--- config.mk ---
export PLATFORM = sky130hd
export DESIGN_NAME = vbuf_arbiter
export DESIGN_NICKNAME = d
export VERILOG_FILES = /design/src/rtl/vga_pkg.sv /design/src/rtl/vbuf_fill_engine.sv /design/src/rtl/vbuf_arbiter.sv
export SDC_FILE = /design/constraint.sdc
export NUM_CORES = 1
export LEC_CHECK = 0
export CAP_MARGIN = 20
export CORE_MARGIN = 4
export CORE_UTILIZATION = 50
export DETAILED_ROUTE_END_ITERATION = 12
export GPL_TIMING_DRIVEN = 1
export MAX_ROUTING_LAYER = met4
export PLACE_DENSITY = 0.83
export SETUP_SLACK_MARGIN = 0.5
export SLEW_MARGIN = 20
export SYNTH_ARGS = -nofsm -noshare
export SYNTH_HDL_FRONTEND = slang
export SYNTH_SLANG_ARGS = --single-unit
--- constraint.sdc ---
create_clock -name pclk -period 3.7 [get_ports pclk]
set_input_delay 0.74 -clock pclk [delete_from_list [all_inputs] [get_ports pclk]]
set_output_delay 0.74 -clock pclk [all_outputs]
set_load 0.005 [all_outputs]
--- src/rtl/vga_pkg.sv ---
// vga_pkg
//   Constants and helpers shared by the video-buffer arbiter, its fill engine
//   and the scan-out timing block.
//   - H_CELLS x V_CELLS cell grid, CELLS = total cells
//   - ADDR_W / DATA_W : video buffer address and pixel (RGB332) widths
//   - cell_addr()     : linear cell address from (column, row)
//   - fill_state_e    : fill engine states
package vga_pkg;

    localparam int H_CELLS = 80;
    localparam int V_CELLS = 60;
    localparam int CELLS   = H_CELLS * V_CELLS;
    localparam int ADDR_W  = 13;
    localparam int DATA_W  = 8;

    typedef enum logic {
        IDLE = 1'b0,
        FILL = 1'b1
    } fill_state_e;

    // y*80 + x without a multiplier: 80 = 64 + 16.
    function automatic logic [ADDR_W-1:0] cell_addr(input logic [6:0] x,
                                                    input logic [5:0] y);
        logic [ADDR_W-1:0] xw;
        logic [ADDR_W-1:0] yw;
        xw = ADDR_W'(x);
        yw = ADDR_W'(y);
        return (yw << 6) + (yw << 4) + xw;
    endfunction

endpackage

--- src/rtl/vbuf_fill_engine.sv ---
// vbuf_fill_engine
//   Clear-screen engine: walks every cell address once, writing one colour.
//   The counter only advances in cycles where the arbiter grants it the RAM.
//   Ports:
//     pclk, resetn     clock, async active-low reset
//     start            one-cycle request; ignored while a fill is running
//     color            fill colour, sampled with start
//     grant            this cycle's RAM slot belongs to the fill
//     busy             fill in progress
//     done             one-cycle pulse after the final cell is written
//     addr, color_out  address and colour of the current fill write
module vbuf_fill_engine
    import vga_pkg::*;
(
    input  logic              pclk,
    input  logic              resetn,
    input  logic              start,
    input  logic [DATA_W-1:0] color,
    input  logic              grant,
    output logic              busy,
    output logic              done,
    output logic [ADDR_W-1:0] addr,
    output logic [DATA_W-1:0] color_out
);

    localparam logic [ADDR_W-1:0] LAST_CELL = ADDR_W'(CELLS - 1);

    fill_state_e       state_q, state_d;
    logic [ADDR_W-1:0] cnt_q, cnt_d;
    logic [DATA_W-1:0] color_q, color_d;
    logic              done_q, done_d;

    always_comb begin
        // NOTE: every combinational output gets a default first so no path
        // leaves it unassigned, which would otherwise infer a latch.
        state_d = state_q;
        cnt_d   = cnt_q;
        color_d = color_q;
        done_d  = 1'b0;
        case (state_q)
            IDLE: begin
                if (start) begin
                    state_d = FILL;
                    cnt_d   = '0;
                    color_d = color;
                end
            end
            FILL: begin
                if (grant) begin
                    if (cnt_q == LAST_CELL) begin
                        state_d = IDLE;
                        done_d  = 1'b1;
                    end else begin
                        cnt_d = cnt_q + 1'b1;
                    end
                end
            end
        endcase
    end

    always_ff @(posedge pclk or negedge resetn) begin
        if (!resetn) begin
            state_q <= IDLE;
            cnt_q   <= '0;
            color_q <= '0;
            done_q  <= 1'b0;
        end else begin
            // NOTE: state registers use non-blocking assignments so every
            // flop samples the values from before this edge.
            state_q <= state_d;
            cnt_q   <= cnt_d;
            color_q <= color_d;
            done_q  <= done_d;
        end
    end

    assign busy      = (state_q == FILL);
    assign done      = done_q;
    assign addr      = cnt_q;
    assign color_out = color_q;

endmodule

--- src/rtl/vbuf_arbiter.sv ---
// vbuf_arbiter
//   Owns the single-port video buffer RAM and shares its one access slot per
//   cycle between, in priority order: scan-out reads, a one-entry buffered
//   host write, and the clear-screen fill engine.
//   Ports:
//     pclk, resetn                  pixel clock, async active-low reset
//     disp_req/addr, disp_rdata/rvalid   scan-out read, fixed latency 1
//     wr_valid/ready, wr_x/y/data   host pixel write handshake
//     fill_start/color, fill_busy/done   clear-screen control
//     wr_oob, oob_clr               sticky dropped-write flag and its clear
//     ram_addr/we/wdata, ram_rdata  BRAM port (read data 1-cycle latency)
module vbuf_arbiter
    import vga_pkg::*;
(
    input  logic              pclk,
    input  logic              resetn,
    input  logic              disp_req,
    input  logic [ADDR_W-1:0] disp_addr,
    output logic [DATA_W-1:0] disp_rdata,
    output logic              disp_rvalid,
    input  logic              wr_valid,
    output logic              wr_ready,
    input  logic [6:0]        wr_x,
    input  logic [5:0]        wr_y,
    input  logic [DATA_W-1:0] wr_data,
    input  logic              fill_start,
    input  logic [DATA_W-1:0] fill_color,
    output logic              fill_busy,
    output logic              fill_done,
    output logic              wr_oob,
    input  logic              oob_clr,
    output logic [ADDR_W-1:0] ram_addr,
    output logic              ram_we,
    output logic [DATA_W-1:0] ram_wdata,
    input  logic [DATA_W-1:0] ram_rdata
);

    logic              pending_q, pending_d;
    logic [ADDR_W-1:0] pend_addr_q, pend_addr_d;
    logic [DATA_W-1:0] pend_data_q, pend_data_d;
    logic              wr_oob_q, wr_oob_d;
    logic              disp_rvalid_q, disp_rvalid_d;
    logic [ADDR_W-1:0] last_addr_q, last_addr_d;

    logic              grant_fill;
    logic              wr_hs;
    logic              wr_in_range;
    logic [ADDR_W-1:0] fill_addr;
    logic [DATA_W-1:0] fill_wdata;

    vbuf_fill_engine u_fill (
        .pclk      (pclk),
        .resetn    (resetn),
        .start     (fill_start),
        .color     (fill_color),
        .grant     (grant_fill),
        .busy      (fill_busy),
        .done      (fill_done),
        .addr      (fill_addr),
        .color_out (fill_wdata)
    );

    // Display always wins; a pending write beats the fill so that a write
    // accepted before fill_start lands first and is then painted over.
    assign grant_fill = !disp_req && !pending_q && fill_busy;

    // fill_start blocks the handshake in its own cycle so the fill wins.
    assign wr_ready    = !pending_q && !fill_busy && !fill_start;
    assign wr_hs       = wr_valid && wr_ready;
    assign wr_in_range = (wr_x < 7'(H_CELLS)) && (wr_y < 6'(V_CELLS));

    always_comb begin
        ram_addr  = last_addr_q;
        ram_we    = 1'b0;
        ram_wdata = '0;
        if (disp_req) begin
            ram_addr = disp_addr;
        end else if (pending_q) begin
            ram_addr  = pend_addr_q;
            ram_we    = 1'b1;
            ram_wdata = pend_data_q;
        end else if (fill_busy) begin
            ram_addr  = fill_addr;
            ram_we    = 1'b1;
            ram_wdata = fill_wdata;
        end
        last_addr_d = ram_addr;
    end

    always_comb begin
        pending_d   = pending_q;
        pend_addr_d = pend_addr_q;
        pend_data_d = pend_data_q;
        wr_oob_d    = wr_oob_q;
        // The buffer issues whenever display leaves the slot free.
        if (pending_q && !disp_req) begin
            pending_d = 1'b0;
        end
        if (wr_hs && wr_in_range) begin
            pending_d   = 1'b1;
            pend_addr_d = cell_addr(wr_x, wr_y);
            pend_data_d = wr_data;
        end
        // An out-of-range write in the same cycle as oob_clr keeps the flag.
        if (wr_hs && !wr_in_range) begin
            wr_oob_d = 1'b1;
        end else if (oob_clr) begin
            wr_oob_d = 1'b0;
        end
        disp_rvalid_d = disp_req;
    end

    always_ff @(posedge pclk or negedge resetn) begin
        if (!resetn) begin
            pending_q     <= 1'b0;
            pend_addr_q   <= '0;
            pend_data_q   <= '0;
            wr_oob_q      <= 1'b0;
            disp_rvalid_q <= 1'b0;
            last_addr_q   <= '0;
        end else begin
            pending_q     <= pending_d;
            pend_addr_q   <= pend_addr_d;
            pend_data_q   <= pend_data_d;
            wr_oob_q      <= wr_oob_d;
            disp_rvalid_q <= disp_rvalid_d;
            last_addr_q   <= last_addr_d;
        end
    end

    assign disp_rvalid = disp_rvalid_q;
    // The BRAM's output register already holds the word for the cycle that
    // disp_rvalid is high; pass it through, zero otherwise.
    assign disp_rdata  = disp_rvalid_q ? ram_rdata : '0;
    assign wr_oob      = wr_oob_q;

endmodule

### Clock wiring as the flow saved it

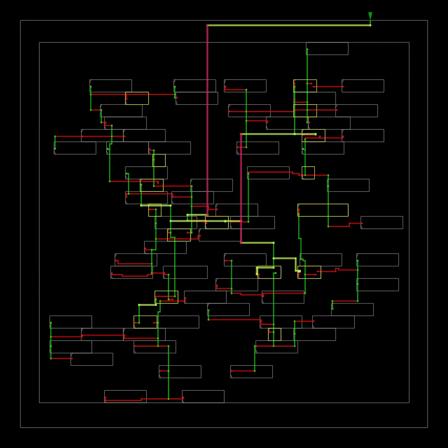
clk sink count: 60
Num CTS Buffers: 9
Clock Power: 618 uW
Worst-Skew Late Latency: 0.33 ns

### M2 wires

Bar = 20 um.
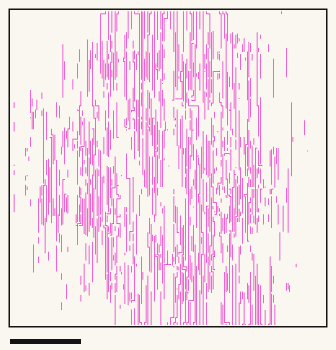
share of all routed wire: 51%
main direction: vertical
longest straight run: 40.3 um
nets with wire on the layer: 444
wire length on this layer: 4580 um

### Supply network

Bar = 20 um. Pins as bars on the die edge.
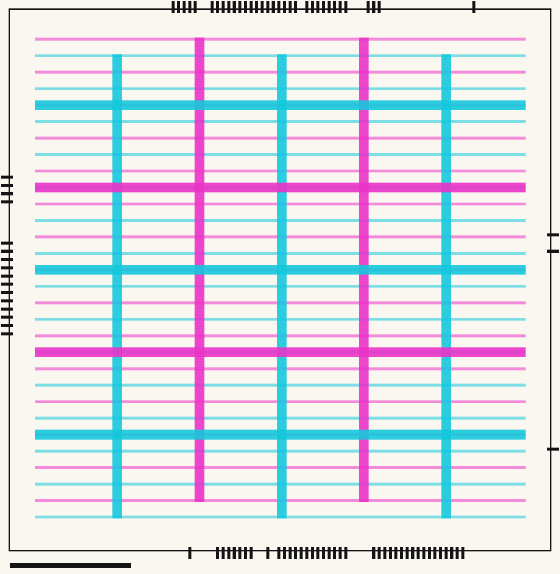
[magenta] VDD
[cyan] VSS
signal pins: 91
rows: 29
met5 straps: 5
met4 straps: 5
met1 rails: 30

### Metal 3

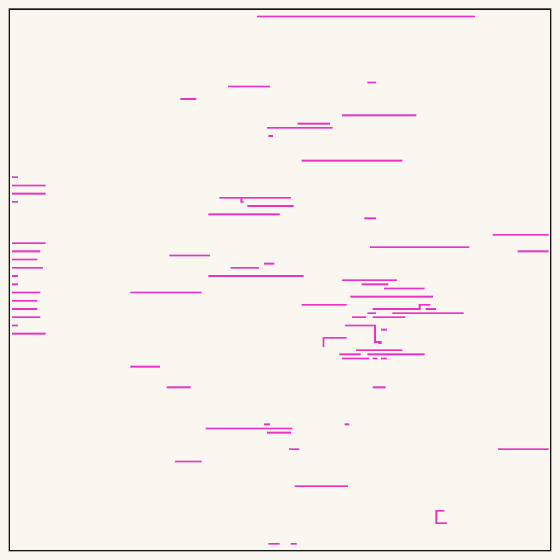
main direction: horizontal
share of all routed wire: 4.6%
nets with wire on the layer: 53
wire length on this layer: 414 um

### Wiring by layer

Bar = 20 um. Only two layers are drawn.
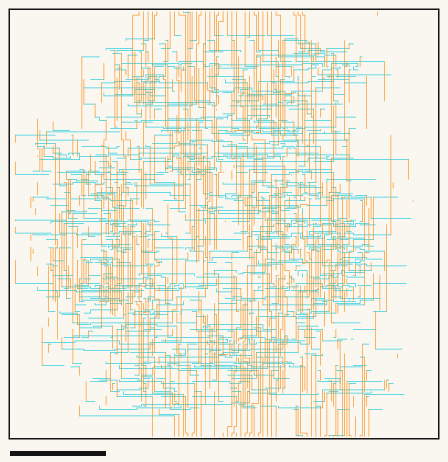
[orange] met2 | wire length: 4580 um
[cyan] met1 | wire length: 3770 um

==> summary.txt <==
status - complete, no violations
mux share - 8.44%
hold depth - 1
Tool Warnings - 26
routability cong. - 0.886
Switch Pwr - 512 uW
Worst Setup End Kind - primary output
Root Buffer - clkbuf_8
Congestion Overflow GR - 0
critical path depth - 6
crit path launch - u_fill.busy
# diodes - 0
chip area - 0.00795 mm^2
reg2reg end - pend_addr_q[11]
Fill cells - 486
Worst Path Buf+Inv - 2
via density per instance - 5.81
critical path class - reg -> out
worst r2r src - pending_q
drt drc - 0
fa+ha+maj area frac - 5.78%
final std cells w/o fill - 520
row count - 29
post-layout period usage - 83.0%
Clock buf/inv share - 4.73%
Non-clk invs - 6
Worst EP arrival - 2.33 ns
switching share of power - 28.6%
Worst Setup Start Kind - flip-flop
Leading cell kind - multi-input combinational cells
largest net degree at the start of global routing - 41
DR pass1 iterations - 9
Worst-path clk slew - 0.07 ns
hold endpoint - pend_addr_q[9]
min-delay worst type - reg -> reg
setup TNS - 0 ns
most frequent cells in the layout - clkdlybuf4s50_1, dfrtp_1, nand2_1
crit-path max FO - 17
buffering overhead - 21.7%
global route hottest layer - met2
most numerous logic cell after layout - clkdlybuf4s50_1
# IOs - 91
flip-flop and latch area - 0.00150 mm^2
Top Metal Used - met4
area grow syn2layout - 35.9%
initial antenna violation count - 0
yosys xor share - 0.532%
Synth Instances - 350
yosys stat area - 0.00329 mm^2
wire length on met3 - 414 um
Sequential Power Share - 45.0%
met2 wire length - 4.58 mm
Die X - 89.1 um
path depth of the worst reg2reg path - 6
Layout Nets - 508
mapped cell area - 0.00329 mm^2
Seq/Total Area, Yosys - 45.6%
top cells, area - dfrtp_1, nand2_1, mux2_2
CP max-delay cell - clkdlybuf4s50_1
Comb/total area - 37.3%
Synth top cell by count - dfrtp_1
Metal-1 WL - 3.77 mm
Logic family by area - simple AND/OR/NAND/NOR gates
H-tree levels - 3
first-pass GRT wire length - 14.4 mm
Max Cap Viol - 0
port buffer count - 90
worst-margin pin slew - 0.828 ns
register share of the cell area - 33.6%
Post-Syn Nets - 420
Yosys reg bits - 60
dpl cells - 504
Hold Fails Final Rpt - 0
Core Area - 0.00639 mm^2
RSZ-0062 raised after global routing - no
area share, top type - 45.6%
proportion of layout cells with a drive suffix above 1 - 11.1%
Tot GR Track Use - 24.3%
# Taps - 77
post-place setup slack - 0.485 ns
post-layout util - 70.0%
Post-Place Cell Area - 0.00426 mm^2
Clock Power Share - 34.5%
worst hold start - pend_addr_q[9]
M2 GR Usage - 37.4%
CP top delay family - buffers and inverters
Clock Tree Buf Depth - 2
P_comb - 368 uW
M1 GR Usage - 32.0%
Max power group - registers
Comb power frac - 20.5%
worst stage delay on the critical path - 0.58 ns
final instance area - 0.00447 mm^2
Comb area - 0.00167 mm^2
Dominant flop cell - dfrtp_1
Synth async-reset ratio - 100%
Yosys cell types - 48
r2r setup slk - 1.61 ns
Max VDD drop - 0.380 mV
bufs w/o clock - 98
Worst EP required - 2.96 ns
fin crit period - 3.07 ns
Power Sequential - 805 uW
vias in the first global route - 2958
Hold Buf Count CTS - 0
Final Slew Violations - 0
clock buffers - 11
clk_skew - 0.00517 ns
Post-CTS Resized - 2
routed via count - 3020
Max Freq - 0.325 GHz
P per Cell Area - 400 mW/mm^2
hold_ws - 0.486 ns
Power Total - 1790 uW
Syn Area/Cell - 9.41 um^2
Power and IR drop assume default switching activity.
